## config.mk

```make
export PLATFORM = sky130hd
export DESIGN_NAME = das_sum4
export DESIGN_NICKNAME = d
export VERILOG_FILES = /design/src/rtl/das_pkg.sv /design/src/rtl/das_delay_line.sv /design/src/rtl/das_sum4.sv
export SDC_FILE = /design/constraint.sdc
export NUM_CORES = 1
export LEC_CHECK = 0
export ABC_AREA = 1
export CAP_MARGIN = 20
export CORE_ASPECT_RATIO = 0.7
export CORE_UTILIZATION = 50
export DETAILED_ROUTE_END_ITERATION = 7
export PLACE_DENSITY = 0.67
export SLEW_MARGIN = 20
export SYNTH_ARGS = -nofsm -noshare
export SYNTH_HDL_FRONTEND = slang
export SYNTH_SLANG_ARGS = --single-unit
export TNS_END_PERCENT = 50
```

## constraint.sdc

```tcl
create_clock -name clk -period 13.8 [get_ports clk]
set_input_delay 2.07 -clock clk [delete_from_list [all_inputs] [get_ports clk]]
set_output_delay 2.07 -clock clk [all_outputs]
set_load 0.005 [all_outputs]
```

## src/rtl/das_pkg.sv

```systemverilog
// das_pkg: shared definitions for the four-channel delay-and-sum stage.
//   - default widths and depths used by das_sum4 and das_delay_line
//   - FSM state enumeration (IDLE / RUN)
//   - packed four-channel sample type and a full-precision adder helper
package das_pkg;

  localparam int DATA_W   = 16;
  localparam int DEPTH    = 16;
  localparam int DLY_W    = 4;
  localparam int LINE_LEN = 16;
  localparam int IDX_W    = 4;
  localparam int SUM_W    = DATA_W + 2;
  localparam int NUM_CH   = 4;

  // Index of the final accepted beat of a line
  localparam logic [IDX_W-1:0] LAST_IDX = IDX_W'(LINE_LEN - 1);

  typedef enum logic {
    IDLE = 1'b0,
    RUN  = 1'b1
  } state_t;

  // Element [0] is channel 0
  typedef logic [NUM_CH-1:0][DATA_W-1:0] chan_samples_t;

  // Zero-extends every channel before adding, so four full-scale
  // samples (0x3FFFC) still fit without wrapping
  function automatic logic [SUM_W-1:0] sum4(input chan_samples_t s);
    logic [SUM_W-1:0] acc;
    acc = '0;
    for (int i = 0; i < NUM_CH; i++) begin
      acc = acc + SUM_W'(s[i]);
    end
    return acc;
  endfunction

endpackage

```

## src/rtl/das_delay_line.sv

```systemverilog
// das_delay_line: one channel's programmable sample delay.
//   A DEPTH-entry circular buffer written at the shared write pointer.
//   Ports:
//     clk         in   clock
//     we          in   write din at buf[wptr] (an accepted beat)
//     wptr        in   shared write pointer
//     din         in   current channel sample
//     delay       in   delay in samples for this channel
//     sample_idx  in   index of the current beat within the line
//     dout        out  selected sample (combinational)
module das_delay_line #(
  parameter int DATA_W = 16,
  parameter int DEPTH  = 16,
  parameter int DLY_W  = 4,
  parameter int IDX_W  = 4
) (
  input  logic              clk,
  input  logic              we,
  input  logic [DLY_W-1:0]  wptr,
  input  logic [DATA_W-1:0] din,
  input  logic [DLY_W-1:0]  delay,
  input  logic [IDX_W-1:0]  sample_idx,
  output logic [DATA_W-1:0] dout
);

  localparam int CMP_W = (DLY_W > IDX_W) ? DLY_W : IDX_W;

  logic [DATA_W-1:0] mem_q [DEPTH];
  logic [DATA_W-1:0] mem_d [DEPTH];
  logic [DLY_W-1:0]  rd_addr;
  logic              too_early;

  // Buffer write: the current beat lands at the write pointer. Contents are
  // deliberately never cleared; stale entries are masked by the read rule.
  always_comb begin
    mem_d = mem_q;
    if (we) begin
      mem_d[wptr] = din;
    end
  end

  always_ff @(posedge clk) begin
    mem_q <= mem_d;
  end

  // Read selection: delay 0 bypasses the buffer because buf[wptr] has not
  // been written yet this beat. A delay reaching back past the start of
  // the line contributes zero. The DLY_W-bit subtraction wraps mod DEPTH.
  always_comb begin
    rd_addr   = wptr - delay;
    too_early = CMP_W'(delay) > CMP_W'(sample_idx);
    if (delay == '0) begin
      dout = din;
    end else if (too_early) begin
      dout = '0;
    end else begin
      dout = mem_q[rd_addr];
    end
  end

endmodule

```

## src/rtl/das_sum4.sv

```systemverilog
// das_sum4: four-channel delay-and-sum with per-line peak detection.
//   Ports:
//     clk, reset              clock, synchronous active-high reset
//     start                   pulse in IDLE begins a line
//     in_valid, ch0..ch3      one sample per channel per accepted beat
//     cfg_we/cfg_ch/cfg_delay per-channel delay register write
//     sample_req, busy        high while a line is running
//     out_valid/out_sum       delayed sum, two cycles after the beat
//     out_last                marks the final sum of the line
//     peak_valid              pulses with out_last
//     peak_val/peak_idx       line maximum and its first index, held
module das_sum4
  import das_pkg::*;
(
  input  logic              clk,
  input  logic              reset,
  input  logic              start,
  input  logic              in_valid,
  input  logic [DATA_W-1:0] ch0,
  input  logic [DATA_W-1:0] ch1,
  input  logic [DATA_W-1:0] ch2,
  input  logic [DATA_W-1:0] ch3,
  input  logic              cfg_we,
  input  logic [1:0]        cfg_ch,
  input  logic [DLY_W-1:0]  cfg_delay,
  output logic              sample_req,
  output logic              busy,
  output logic              out_valid,
  output logic [SUM_W-1:0]  out_sum,
  output logic              out_last,
  output logic              peak_valid,
  output logic [SUM_W-1:0]  peak_val,
  output logic [IDX_W-1:0]  peak_idx
);

  state_t state_q, state_d;
  logic   accept;

  logic [DLY_W-1:0] wptr_q, wptr_d;
  logic [IDX_W-1:0] sample_idx_q, sample_idx_d;
  logic [DLY_W-1:0] delay_q [NUM_CH];
  logic [DLY_W-1:0] delay_d [NUM_CH];

  chan_samples_t ch_in;
  chan_samples_t dly_samp;

  logic             s1_valid_q, s1_valid_d;
  logic             s1_last_q, s1_last_d;
  logic [IDX_W-1:0] s1_idx_q, s1_idx_d;
  chan_samples_t    s1_samp_q, s1_samp_d;

  logic [SUM_W-1:0] s2_sum;
  logic             out_valid_q, out_valid_d;
  logic [SUM_W-1:0] out_sum_q, out_sum_d;
  logic             out_last_q, out_last_d;
  logic             peak_valid_q, peak_valid_d;
  logic [SUM_W-1:0] peak_val_q, peak_val_d;
  logic [IDX_W-1:0] peak_idx_q, peak_idx_d;
  logic [SUM_W-1:0] run_peak_q, run_peak_d;
  logic [IDX_W-1:0] run_idx_q, run_idx_d;

  assign ch_in = {ch3, ch2, ch1, ch0};

  // FSM state register
  always_ff @(posedge clk) begin
    if (reset) begin
      state_q <= IDLE;
    end else begin
      state_q <= state_d;
    end
  end

  // FSM next state: start opens a line only from IDLE; the line closes on
  // the LINE_LEN-th accepted beat regardless of gaps in in_valid.
  always_comb begin
    state_d = state_q;
    case (state_q)
      IDLE: if (start) state_d = RUN;
      RUN:  if (accept && (sample_idx_q == LAST_IDX)) state_d = IDLE;
      default: state_d = IDLE;
    endcase
  end

  // FSM outputs: a beat is only taken while running
  always_comb begin
    busy       = (state_q == RUN);
    sample_req = busy;
    accept     = busy && in_valid;
  end

  // Write pointer runs continuously across lines; the sample index restarts
  // at every start. Delay writes land next cycle so a write coinciding with
  // an accepted beat cannot affect that beat.
  always_comb begin
    wptr_d       = wptr_q;
    sample_idx_d = sample_idx_q;
    delay_d      = delay_q;
    if (accept) begin
      wptr_d       = wptr_q + 1'b1;
      sample_idx_d = sample_idx_q + 1'b1;
    end else if ((state_q == IDLE) && start) begin
      sample_idx_d = '0;
    end
    if (cfg_we) begin
      delay_d[cfg_ch] = cfg_delay;
    end
  end

  always_ff @(posedge clk) begin
    if (reset) begin
      wptr_q       <= '0;
      sample_idx_q <= '0;
      delay_q      <= '{default: '0};
    end else begin
      wptr_q       <= wptr_d;
      sample_idx_q <= sample_idx_d;
      delay_q      <= delay_d;
    end
  end

  // One delay line per channel, all sharing the write pointer and index
  for (genvar g = 0; g < NUM_CH; g++) begin : g_dly
    das_delay_line #(
      .DATA_W(DATA_W),
      .DEPTH (DEPTH),
      .DLY_W (DLY_W),
      .IDX_W (IDX_W)
    ) u_dly (
      .clk       (clk),
      .we        (accept),
      .wptr      (wptr_q),
      .din       (ch_in[g]),
      .delay     (delay_q[g]),
      .sample_idx(sample_idx_q),
      .dout      (dly_samp[g])
    );
  end

  assign s2_sum = sum4(s1_samp_q);

  // Two-stage pipeline. Stage 1 captures the selected samples with their
  // line index; stage 2 sums them and tracks the peak. The running peak is
  // seeded by index 0 rather than cleared on start, so the final sums of a
  // draining line never collide with the seeding of the next line.
  always_comb begin
    s1_valid_d   = accept;
    s1_last_d    = accept && (sample_idx_q == LAST_IDX);
    s1_idx_d     = s1_idx_q;
    s1_samp_d    = s1_samp_q;
    out_valid_d  = s1_valid_q;
    out_last_d   = s1_valid_q && s1_last_q;
    peak_valid_d = s1_valid_q && s1_last_q;
    out_sum_d    = out_sum_q;
    run_peak_d   = run_peak_q;
    run_idx_d    = run_idx_q;
    peak_val_d   = peak_val_q;
    peak_idx_d   = peak_idx_q;
    if (accept) begin
      s1_idx_d  = sample_idx_q;
      s1_samp_d = dly_samp;
    end
    if (s1_valid_q) begin
      out_sum_d = s2_sum;
      // Strict compare: ties keep the earlier index
      if ((s1_idx_q == '0) || (s2_sum > run_peak_q)) begin
        run_peak_d = s2_sum;
        run_idx_d  = s1_idx_q;
      end
      if (s1_last_q) begin
        peak_val_d = run_peak_d;
        peak_idx_d = run_idx_d;
      end
    end
  end

  always_ff @(posedge clk) begin
    if (reset) begin
      s1_valid_q   <= 1'b0;
      s1_last_q    <= 1'b0;
      s1_idx_q     <= '0;
      s1_samp_q    <= '0;
      out_valid_q  <= 1'b0;
      out_sum_q    <= '0;
      out_last_q   <= 1'b0;
      peak_valid_q <= 1'b0;
      peak_val_q   <= '0;
      peak_idx_q   <= '0;
      run_peak_q   <= '0;
      run_idx_q    <= '0;
    end else begin
      s1_valid_q   <= s1_valid_d;
      s1_last_q    <= s1_last_d;
      s1_idx_q     <= s1_idx_d;
      s1_samp_q    <= s1_samp_d;
      out_valid_q  <= out_valid_d;
      out_sum_q    <= out_sum_d;
      out_last_q   <= out_last_d;
      peak_valid_q <= peak_valid_d;
      peak_val_q   <= peak_val_d;
      peak_idx_q   <= peak_idx_d;
      run_peak_q   <= run_peak_d;
      run_idx_q    <= run_idx_d;
    end
  end

  assign out_valid  = out_valid_q;
  assign out_sum    = out_sum_q;
  assign out_last   = out_last_q;
  assign peak_valid = peak_valid_q;
  assign peak_val   = peak_val_q;
  assign peak_idx   = peak_idx_q;

endmodule

```

==> flow_summary_export.csv <==
group,metric,value,unit
run_status,status,"completed",
die,dieArea,0.102,mm^2
hold_path,min_from,"out_sum[9]",
hold_path,whs_endpoint,"out_sum[9]",
flow_run,drv_cap,0,
place,postPlaceCellArea,0.0528,mm^2
final_timing,worst_pin_slew,1.12,ns
final_timing,fin_hold_ws,0.487,ns
worst_setup_path,worstPathMaxFanout,86,
final_timing,rsz0062_at_grt,"false",
logic_synthesis,logic_family,"simple AND/OR/NAND/NOR gates",
logic_synthesis,syn_avg_cell_area,10.9,um^2
routing,dr.pass1.iters,7,
logic_synthesis,ys_seq_share,0.674,
logic_synthesis,fa_ha_area_frac,0.0312,
logic_synthesis,simple_gate_area_frac,0.149,
clocking,cts.path.max_buffers,3,
clocking,cts_buffers,108,
worst_setup_path,r2r-end,"run_idx_q[3]",
clocking,cts_max_level,3,
finish,final_layout_size_suffix_gt1_frac,0.0648,
logic_synthesis,top_cells_by_count,"1024 x edfxtp_1, 988 x nand2_1, 532 x nor2_1",
worst_setup_path,cp.required,14.14,ns
logic_synthesis,edf_count,1024,
place,gp_congestion,0.916,
logic_synthesis,synth_top_area_share,0.611,
final_timing,fin_ws,7.87,ns
place,dp_hpwl,73500,um
place,port_buffers,119,
pwr,p_comb_frac,0.146,
die,num_io_pins,120,
pwr,swShare,0.268,
worst_setup_path,r2r_start,"s1_samp_q[1]",
logic_synthesis,netlist_area,0.0504,mm^2
die,fp_util,0.509,
logic_synthesis,synth-async-reset-ratio,0,
logic_synthesis,fp_nets,4812,
pwr,pwr-share-clk,0.371,
logic_synthesis,ff_type,"edfxtp_1",
logic_synthesis,topCellsByArea,"edfxtp_1 61%, nand2_1 7.4%, dfxtp_1 6.3%",
finish,layout_top_cell,"edfxtp_1",
logic_synthesis,top_area_cell,"edfxtp_1",
logic_synthesis,xor_share,0.00390,
final_timing,relSlewSlack,0.252,
worst_setup_path,critPathLaunchType,"input port",
## layer usage
| layer | global-route usage | up-vias | part of all wire |
|---|---|---|---|
| li1 | - | 16100 | - |
| met1 | 0.393 | 16600 | 0.46 |
| met2 | 0.360 | 1446 | 0.43 |
| met3 | 0.0536 | 168 | 0.096 |
| met4 | 0.0600 | 6 | 0.018 |
| met5 | 0 | - | 0.00027 |
## layout make-up
type,count,area [um^2]
Inverter,289,1090
Tap cell,1323,1660
Multi-Input combinational cell,2903,14500
Fill cell,8024,42400
Clock inverter,48,520
Sequential cell,1183,33900
Clock buffer,154,3060
Timing Repair Buffer,179,1680
Antenna cell,5,12.5
## worst max-delay path, stage by stage
cell             delay, ns
clkdlybuf4s50_1       0.56
nand2_1               0.29
inv_4                 0.48
buf_4                 0.80
nand2_1               0.47
nor2_4                0.77
buf_4                 0.70
Fig. 1: the metal 3 layer
Drawn at 1 px/um.
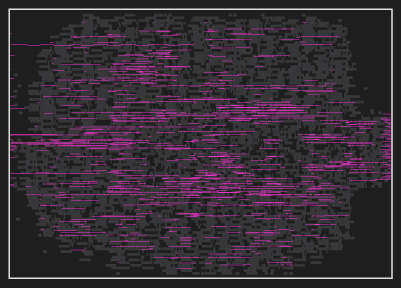
wire length on this layer = 12400 um
nets with wire on the layer = 383
main direction = horizontal
share of all routed wire = 9.6%
total wire length: 130000 um
routed vias: 34300
met3 GRT Util: 0.0536

Fig. 2: sequential cells grouped by signal name
Drawn at 1 px/um.
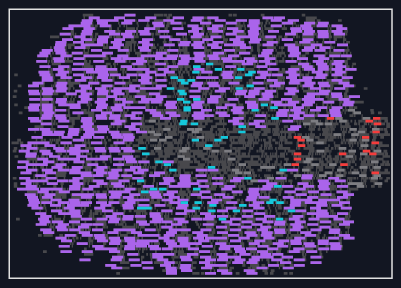
g_dly.u_dly.mem_q -> purple  # placed flops 1024, where widely spread
out_sum -> red  # placed flops 18, where middle right
s1_samp_q -> cyan  # placed flops 64
not coloured = 77
Layout Utilization: 0.571
Flop area: 0.0339 mm^2

Fig. 3: cell classes on the final placement
Drawn at 1 px/um.
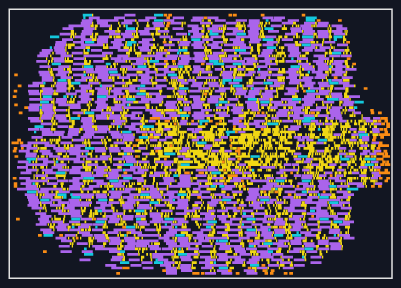
flip-flops -> purple  # cells 1183
all other logic -> yellow  # cells 3192
other buffers and delay cells -> orange  # cells 179
clock drivers and dummy loads -> cyan  # cells 202
core area: 0.0989 mm^2
Design Area, Final: 0.0564 mm^2

Power and IR drop assume default switching activity.
